Design c2c_r_arbiter, sky130hd; sources not shown.
### Met1 routing

Cells faint in the background.
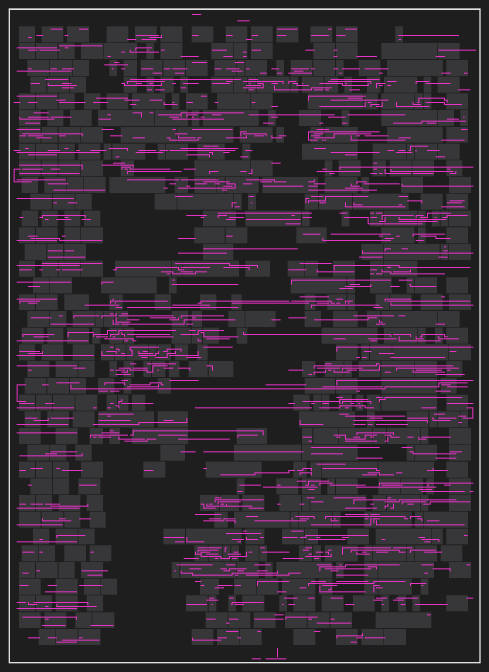
share of all routed wire: 36%
wire length on this layer: 3190 µm
longest straight run: 51.1 µm
met1 demand-to-capacity share in global routing: 0.239
total number of vias: 2763
Routed Wire Length: 8.75 mm

### Clock routing

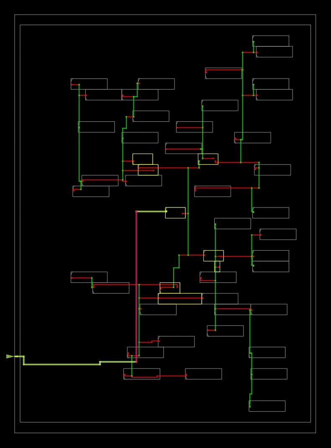
total clock network power: 0.342 mW
Num CTS Buffers: 5
Setup Skew: 0.0101 ns

### Routed metal per tile

The bar under the picture is 20 µm long. The die is cut into 15 by 21 equal tiles; dark purple is low, yellow is high, scaled to the fullest tile. Values are wire area over tile area, all layers added.
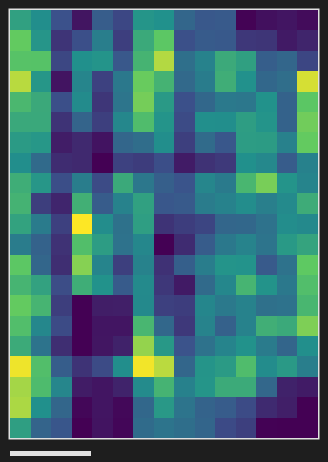
tiles over half the peak: 31%
mean over tiles: 0.18
fullest tile: 0.45
nearly empty tiles: 4.1%
emptiest ninth of the die: middle
gr usage total: 0.216
detail-routed net length per standard cell: 14.9 µm

### M2 wires

The bar under the picture is 20 µm long.
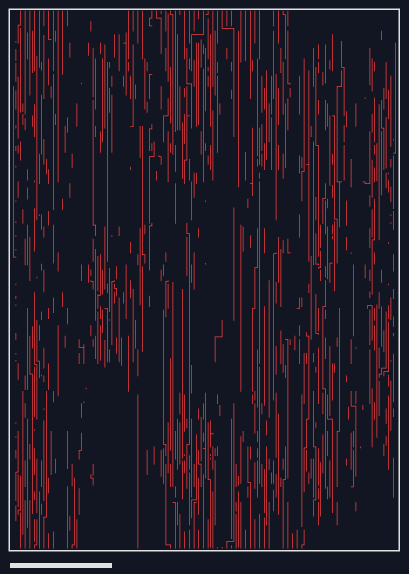
wire length on this layer: 4760 µm
share of all routed wire: 54%
routing usage on met2: 0.411

==> impl_metrics.xml <==
<?xml version="1.0" encoding="UTF-8"?>
<metrics>
  <group name="clock_network">
    <metric name="insertion_delay" unit="ns">0.28</metric>
    <metric name="tritoncts" unit="">yes</metric>
    <metric name="clockRootBuffer" unit="">sky130_fd_sc_hd__clkbuf_8</metric>
    <metric name="hold_buf_cts" unit="">0</metric>
  </group>
  <group name="synth">
    <metric name="yosysSeqAreaShare" unit="">0.359</metric>
    <metric name="netlist_logic_family_top" unit="">buffers and inverters</metric>
    <metric name="number_of_enable_type_register_cells_in_the_synthesized_netlist" unit="">0</metric>
    <metric name="postSynth.asyncResetShare" unit="">1.00</metric>
    <metric name="synth.yosys.num_cells" unit="">304</metric>
    <metric name="post-synth-top-area-cell" unit="">sky130_fd_sc_hd__dfrtp_1</metric>
    <metric name="post_synth_most_frequent_cells" unit="">sky130_fd_sc_hd__inv_1 (73), sky130_fd_sc_hd__buf_4 (70), sky130_fd_sc_hd__dfrtp_1 (41)</metric>
    <metric name="post_synth_xor_area_fraction" unit="">0</metric>
    <metric name="mux_share" unit="">0</metric>
    <metric name="yosysUniqueCellTypes" unit="">26</metric>
    <metric name="synth_area_per_cell" unit="µm²">9.40</metric>
    <metric name="synth-adder-area-share" unit="">0</metric>
    <metric name="netlist_top_cells_area" unit="">sky130_fd_sc_hd__dfrtp_1 (36%), sky130_fd_sc_hd__buf_4 (18%), sky130_fd_sc_hd__o221ai_2 (15%), sky130_fd_sc_hd__inv_1 (9.6%), sky130_fd_sc_hd__nand4_1 (8.1%)</metric>
    <metric name="post_synth_and_or_nand_nor_area_fraction" unit="">0.126</metric>
    <metric name="fp_nets" unit="">413</metric>
    <metric name="yosysTopAreaCellShare" unit="">0.359</metric>
  </group>
  <group name="die">
    <metric name="dieHeight" unit="µm">106</metric>
    <metric name="placementRows" unit="">37</metric>
    <metric name="core" unit="µm²">7410</metric>
  </group>
  <group name="pwr">
    <metric name="leading_power_group" unit="">combinational cells</metric>
  </group>
  <group name="critical_path">
    <metric name="critical_path.slowest_cell" unit="">sky130_fd_sc_hd__clkdlybuf4s50_1</metric>
    <metric name="cp_cell_sequence" unit="">buf_6, nand2b_1, nor2_1, clkdlybuf4s50_1</metric>
    <metric name="cp_slowest_stage_delay" unit="ns">0.61</metric>
    <metric name="worst-path-stages" unit="">4</metric>
    <metric name="cp.required" unit="ns">3.20</metric>
    <metric name="timing.critical_path.arrival" unit="ns">1.69</metric>
  </group>
  <group name="placement">
    <metric name="dp_hpwl" unit="mm">7.10</metric>
    <metric name="port_buffers" unit="">178</metric>
    <metric name="place_inst" unit="">580</metric>
  </group>
  <group name="run">
    <metric name="stage_log_warnings" unit="">26</metric>
    <metric name="cap_viol_max_count" unit="">0</metric>
  </group>
  <group name="timing">
    <metric name="hold-worst-slack" unit="ns">0.429</metric>
    <metric name="timing.final.crit_share" unit="">0.623</metric>
    <metric name="worst_slack" unit="ns">1.51</metric>
    <metric name="rsz0062_at_grt" unit="">no</metric>
    <metric name="period_minus_slack" unit="ns">2.49</metric>
    <metric name="setup_tns" unit="ns">0</metric>
  </group>
  <group name="cells_and_area">
    <metric name="final-instance-count-excl-fill" unit="">588</metric>
    <metric name="layout.cells.most_common_list" unit="">sky130_fd_sc_hd__clkdlybuf4s50_1 (177), sky130_fd_sc_hd__inv_1 (73), sky130_fd_sc_hd__buf_4 (70)</metric>
    <metric name="non_clock_buffer_share" unit="">0.499</metric>
    <metric name="final_layout_size_suffix_gt1_frac" unit="">0.253</metric>
    <metric name="layout.comb_gates.multi_input" unit="">104</metric>
    <metric name="layout.area.top_class" unit="">non-clock buffers</metric>
    <metric name="layout.area.comb" unit="µm²">913</metric>
    <metric name="sequential_cell_area_share" unit="">0.210</metric>
  </group>
  <group name="status">
    <metric name="result_of_the_run" unit="">complete, no violations</metric>
  </group>
  <group name="route">
    <metric name="route.antenna.remaining_nets" unit="">0</metric>
    <metric name="drt_pre_antenna_iters" unit="">4</metric>
  </group>
  <group name="grt">
    <metric name="gr_peak_layer" unit="">met2</metric>
    <metric name="grt_first_pass_wirelength" unit="mm">14.0</metric>
  </group>
</metrics>
Power is estimated from default activity; no workload was simulated.
